**src/rtl/muldiv_pkg.sv**
```systemverilog
// Shared types and helpers for the execute-stage multiply/divide scheduler.
package muldiv_pkg;

    typedef enum logic [2:0] {
        MD_NONE  = 3'd0,
        MD_MULT  = 3'd1,
        MD_MULTU = 3'd2,
        MD_DIV   = 3'd3,
        MD_DIVU  = 3'd4
    } muldiv_op_t;

    typedef logic [1:0] muldiv_state_t;

    localparam muldiv_state_t ST_IDLE = 2'd0;
    localparam muldiv_state_t ST_MUL  = 2'd1;
    localparam muldiv_state_t ST_DIV  = 2'd2;
    localparam muldiv_state_t ST_DONE = 2'd3;

    localparam int DIV_STEPS = 32;

    function automatic logic [31:0] cond_neg32(input logic neg, input logic [31:0] v);
        return neg ? (~v + 32'd1) : v;
    endfunction

    function automatic logic [63:0] cond_neg64(input logic neg, input logic [63:0] v);
        return neg ? (~v + 64'd1) : v;
    endfunction

endpackage

```
**src/rtl/muldiv_div_iter.sv**
```systemverilog
// Unsigned 32/32 restoring divider, one quotient bit per cycle.
// Handshake: start_i loads operands (ignored while abort_i); done_o is high in the cycle whose edge completes the last step, so {rem,quot} on result_o is valid from the next cycle until the next start_i.
module muldiv_div_iter
    import muldiv_pkg::*;
(
    input  logic        clk,
    input  logic        resetn,
    input  logic        start_i,
    input  logic        abort_i,
    input  logic [31:0] dividend_i,
    input  logic [31:0] divisor_i,
    output logic        done_o,
    output logic [63:0] result_o
);

    localparam int STEP_W = $clog2(DIV_STEPS);
    localparam logic [STEP_W-1:0] LAST_STEP = STEP_W'(DIV_STEPS - 1);

    logic              run_q,  run_d;
    logic [STEP_W-1:0] step_q, step_d;
    logic [31:0]       rem_q,  rem_d;
    logic [31:0]       quo_q,  quo_d;
    logic [31:0]       dvs_q,  dvs_d;
    logic [32:0]       trial;

    // A zero divisor never borrows, so the quotient fills with ones and the dividend shifts into rem.
    always_comb begin
        trial  = {rem_q, quo_q[31]} - {1'b0, dvs_q};
        run_d  = run_q;
        step_d = step_q;
        rem_d  = rem_q;
        quo_d  = quo_q;
        dvs_d  = dvs_q;
        if (abort_i) begin
            run_d = 1'b0;
        end else if (start_i) begin
            run_d  = 1'b1;
            step_d = '0;
            rem_d  = '0;
            quo_d  = dividend_i;
            dvs_d  = divisor_i;
        end else if (run_q) begin
            if (trial[32]) begin
                rem_d = {rem_q[30:0], quo_q[31]};
                quo_d = {quo_q[30:0], 1'b0};
            end else begin
                rem_d = trial[31:0];
                quo_d = {quo_q[30:0], 1'b1};
            end
            step_d = step_q + 1'b1;
            if (step_q == LAST_STEP) begin
                run_d = 1'b0;
            end
        end
    end

    always_ff @(posedge clk or negedge resetn) begin
        if (!resetn) begin
            run_q  <= 1'b0;
            step_q <= '0;
            rem_q  <= '0;
            quo_q  <= '0;
            dvs_q  <= '0;
        end else begin
            run_q  <= run_d;
            step_q <= step_d;
            rem_q  <= rem_d;
            quo_q  <= quo_d;
            dvs_q  <= dvs_d;
        end
    end

    assign done_o   = run_q && (step_q == LAST_STEP) && !abort_i;
    assign result_o = {rem_q, quo_q};

endmodule

```
**src/rtl/muldiv_ctrl.sv**
```systemverilog
// Arbitrates the shared mul/div unit between issue lanes, sequences the op,
// stalls execute while busy and holds the sign-corrected {hi,lo} until downstream accepts.
module muldiv_ctrl
    import muldiv_pkg::*;
#(
    parameter int MUL_LAT = 3
) (
    input  logic                  clk,
    input  logic                  resetn,
    input  muldiv_op_t [1:0]      req_op,
    input  logic [1:0][31:0]      rs,
    input  logic [1:0][31:0]      rt,
    input  logic                  d_wait,
    input  logic                  flush,
    output logic                  e_wait,
    output logic                  res_valid,
    output logic                  res_lane,
    output logic [63:0]           hilo,
    output logic                  busy,
    output muldiv_state_t         dbg_state
);

    localparam int CNT_W = (MUL_LAT > 1) ? $clog2(MUL_LAT) : 1;
    localparam logic [CNT_W-1:0] CNT_LAST = CNT_W'(MUL_LAT - 1);

    muldiv_state_t    state_q, state_d;
    logic [CNT_W-1:0] cnt_q,   cnt_d;
    logic             lane_q, is_div_q, sa_q, sb_q;
    logic [31:0]      mag_a_q, mag_b_q;
    logic [63:0]      prod_q;

    logic             req_any, sel_lane, sel_signed, sel_div, sel_sa, sel_sb, accept;
    muldiv_op_t       sel_op;
    logic [31:0]      sel_rs, sel_rt, sel_mag_a, sel_mag_b;
    logic             div_done;
    logic [63:0]      div_result, res_full;

    // Lane 1 has priority; a simultaneous lane 0 request is simply not served.
    always_comb begin
        req_any    = (req_op[1] != MD_NONE) || (req_op[0] != MD_NONE);
        sel_lane   = (req_op[1] != MD_NONE);
        sel_op     = req_op[sel_lane];
        sel_rs     = rs[sel_lane];
        sel_rt     = rt[sel_lane];
        sel_signed = (sel_op == MD_MULT) || (sel_op == MD_DIV);
        sel_div    = (sel_op == MD_DIV) || (sel_op == MD_DIVU);
        sel_sa     = sel_signed && sel_rs[31];
        sel_sb     = sel_signed && sel_rt[31];
        sel_mag_a  = cond_neg32(sel_sa, sel_rs);
        sel_mag_b  = cond_neg32(sel_sb, sel_rt);
        accept     = (state_q == ST_IDLE) && req_any && !flush;
    end

    always_comb begin
        state_d = state_q;
        cnt_d   = cnt_q;
        case (state_q)
            ST_IDLE: begin
                if (accept) begin
                    state_d = sel_div ? ST_DIV : ST_MUL;
                    cnt_d   = '0;
                end
            end
            ST_MUL: begin
                if (cnt_q == CNT_LAST) begin
                    state_d = ST_DONE;
                    cnt_d   = '0;
                end else begin
                    cnt_d = cnt_q + 1'b1;
                end
            end
            ST_DIV: begin
                if (div_done) begin
                    state_d = ST_DONE;
                end
            end
            ST_DONE: begin
                if (!d_wait) begin
                    state_d = ST_IDLE;
                end
            end
            default: state_d = ST_IDLE;
        endcase
        if (flush) begin
            state_d = ST_IDLE;
            cnt_d   = '0;
        end
    end

    always_ff @(posedge clk or negedge resetn) begin
        if (!resetn) begin
            state_q  <= ST_IDLE;
            cnt_q    <= '0;
            lane_q   <= 1'b0;
            is_div_q <= 1'b0;
            sa_q     <= 1'b0;
            sb_q     <= 1'b0;
            mag_a_q  <= '0;
            mag_b_q  <= '0;
            prod_q   <= '0;
        end else begin
            state_q <= state_d;
            cnt_q   <= cnt_d;
            if (accept) begin
                lane_q   <= sel_lane;
                is_div_q <= sel_div;
                sa_q     <= sel_sa;
                sb_q     <= sel_sb;
                mag_a_q  <= sel_mag_a;
                mag_b_q  <= sel_mag_b;
            end
            // Operands are stable throughout MUL, so the product is ready by the first DONE cycle.
            if (state_q == ST_MUL) begin
                prod_q <= {32'b0, mag_a_q} * {32'b0, mag_b_q};
            end
        end
    end

    muldiv_div_iter u_div (
        .clk        (clk),
        .resetn     (resetn),
        .start_i    (accept && sel_div),
        .abort_i    (flush),
        .dividend_i (sel_mag_a),
        .divisor_i  (sel_mag_b),
        .done_o     (div_done),
        .result_o   (div_result)
    );

    // Remainder takes the dividend's sign; quotient and product take the XOR of both signs.
    always_comb begin
        if (is_div_q) begin
            res_full = {cond_neg32(sa_q, div_result[63:32]),
                        cond_neg32(sa_q ^ sb_q, div_result[31:0])};
        end else begin
            res_full = cond_neg64(sa_q ^ sb_q, prod_q);
        end
    end

    assign res_valid = (state_q == ST_DONE);
    assign hilo      = res_valid ? res_full : 64'd0;
    assign busy      = (state_q == ST_MUL) || (state_q == ST_DIV);
    assign e_wait    = accept || busy;
    assign res_lane  = lane_q;
    assign dbg_state = state_q;

endmodule

```
**config.mk**
```make
export PLATFORM = sky130hd
export DESIGN_NAME = muldiv_ctrl
export DESIGN_NICKNAME = d
export VERILOG_FILES = /design/src/rtl/muldiv_pkg.sv /design/src/rtl/muldiv_div_iter.sv /design/src/rtl/muldiv_ctrl.sv
export SDC_FILE = /design/constraint.sdc
export NUM_CORES = 2
export LEC_CHECK = 0
export ABC_AREA = 1
export CAP_MARGIN = 20
export CORE_ASPECT_RATIO = 0.8
export CORE_MARGIN = 4
export CORE_UTILIZATION = 65
export CTS_CLUSTER_DIAMETER = 60
export DETAILED_ROUTE_END_ITERATION = 8
export GPL_TIMING_DRIVEN = 0
export PLACE_DENSITY = 0.92
export SYNTH_ARGS = -nofsm -noshare
export SYNTH_HDL_FRONTEND = slang
export SYNTH_SLANG_ARGS = --single-unit
export TNS_END_PERCENT = 1
```
**constraint.sdc**
```tcl
create_clock -name clk -period 10.7 [get_ports clk]
set_clock_uncertainty 0.1 [all_clocks]
set_input_delay 1.07 -clock clk [delete_from_list [all_inputs] [get_ports clk]]
set_output_delay 1.07 -clock clk [all_outputs]
set_load 0.05 [all_outputs]
```
==> results_slide.txt <==
Key Metrics from the Run

Floorplan
  • Chip area: 90200 sq um
  • # IOs: about 210
  • Die width: roughly 330 um
  • Area of the core: about 84000 sq um

Yosys
  • Synth warnings: 0
  • Ranking of synthesized cells by area: fa_1 (32%), nand2_1 (17%), inv_1 (14%)
  • Syn nets: 9496
  • Area leader share: 32.3%
  • Post-synth ARST share: 100%
  • Top cells by count: nand2_1 (2550), inv_1 (1997), fa_1 (897)
  • Sequential share of the synthesized area: a little over a tenth
  • Synth Instances: slightly above 8k
  • Cell with the most instances after synthesis: nand2_1

Final timing
  • Max-slew violations: 0
  • Max-slew headroom: under 10%
  • Period utilization: ~86%

Critical path
  • RR Endpoint: prod_q[37]$_DFFE_PN0N_
  • Worst path bufs/invs: 7
  • Critical-path maximum fanout: 11
  • Setup crit end kind: register

Final layout
  • Top cell excl fill/tap: nand2_1
  • Fraction of layout cells with a size suffix above 1: between 1.5 and 2%
  • Commonest non-fill, non-tap cells in the layout: nand2_1 (2550), inv_1 (1997), fa_1 (897)

Global routing
  • First-pass GRT wire length: around 350000 um
  • GRT overflow: 0
  • Met3 Use GR: slightly above 30%
  • Top Usage Layer GRT: met1

Worst hold path
  • Hold WC Path Type: input pin to async pin

Clocking
  • Number of buffers created by CTS: 23
  • CTS clk-pin slew, worst paths: around 0.080 ns
  • Post-CTS Setup Bufs: 0
  • Post-cts sizing count: 0
  • H-tree levels: 1

Routing
  • DR pass1 iterations: 9
  • # DRC: approximately 150

Run status
  • Status: complete, but fails checks
  • Failing checks: design-rule violations

Run
  • Log Warnings: 38

Place
  • Detail Placement HPWL: roughly 200000 um
==> per-stage QoR <==
| step | setup WS, ns | cell area, sq um | cells | setup TNS, ns |
|---|---|---|---|---|
| 3_5_place_dp | 2.14 | 59100 | 9479 | 0 |
| 3_3_place_gp | -1.69 | 59000 | 9476 | -389.06 |
| 5_1_grt | 1.66 | 60100 | 9536 | 0 |
| 4_1_cts | 2.12 | 59900 | 9521 | 0 |
| 2_1_floorplan | 4.25 | 55500 | 8154 | 0 |
| 6_report | 1.55 | 60200 | 9558 | 0 |
==> area by class of cell <==
type / instances / area (sq um)
timing repair buffer: 222 / 2330
inverter: 2001 / 7510
clock buffer: 27 / 621
buffer: 378 / 1550
multi-input combinational: 5537 / 40500
tap: 1115 / 1400
sequential: 238 / 5960
antenna: 25 / 62.6
clock inverter: 15 / 258
fill: 7086 / 24200
==> kinds of logic (layout without fill, tap and decap cells) <==
group / after synthesis / in the layout / share of synthesized area, %
simple gates: 3609 / 3609 / 26.2
compound gates: 642 / 642 / 6.16
other cells: 0 / 25 / 0
xor+xnor: 82 / 82 / 1.29
buf+inv: 2379 / 2643 / 16.3
flops: 238 / 238 / 10.7
fa+ha+maj: 1204 / 1204 / 39.3
==> metal layers <==
| layer | wire length, um | part of all wire, % | vias to the layer above |
|---|---|---|---|
| met5 | 857 | 0.35 | - |
| met1 | 83900 | 35 | 27322 |
| li1 | - | - | 24454 |
| met4 | 19300 | 8.0 | 30 |
| met2 | 88300 | 37 | 5672 |
| met3 | 49300 | 20 | 1335 |
==> sequential cells by signal, summed over array words and instances, names as in the netlist, 2 cells and up <==
name          flops
mag_a_q          32
prod_q           64
u_div.step_q      5
u_div.rem_q      32
dbg_state         2
u_div.dvs_q      32
mag_b_q          32
u_div.quo_q      32
cnt_q             2
==> worst max path at each step <==
stage	start	end	slack, ns	cells after the start
floorplan	mag_b_q[6]$_DFFE_PN0P_	prod_q[25]$_DFFE_PN0N_	4.25	24
global placement	resetn	prod_q[15]$_DFFE_PN0N_	-1.69	1
detailed placement	mag_b_q[6]$_DFFE_PN0P_	prod_q[37]$_DFFE_PN0N_	2.14	26
CTS	mag_b_q[6]$_DFFE_PN0P_	prod_q[37]$_DFFE_PN0N_	2.12	26
global route	mag_b_q[5]$_DFFE_PN0P_	prod_q[37]$_DFFE_PN0N_	1.66	26
finish	mag_b_q[13]$_DFFE_PN0P_	prod_q[37]$_DFFE_PN0N_	1.55	26
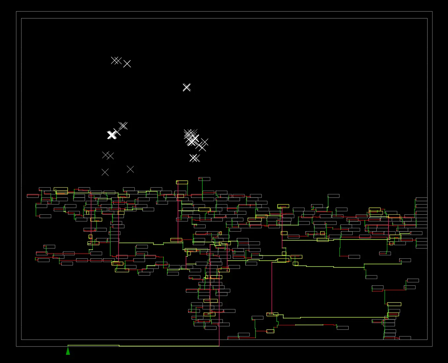
**Above:** clock wiring as the flow saved it.
TritonCTS sink count: 238
Latency at later pin: 0.56 ns

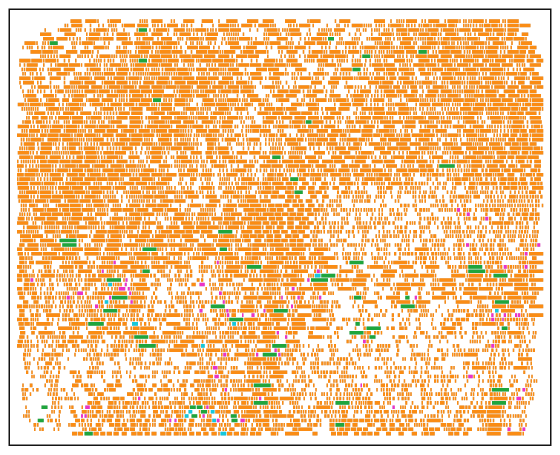
**Above:** drive-strength map.
Green stands for _6 and larger, cells 61. Magenta stands for _2 cells, cells 74. Orange stands for _0 and _1 cells, cells 8271. Cyan stands for _3 and _4 cells, cells 12.

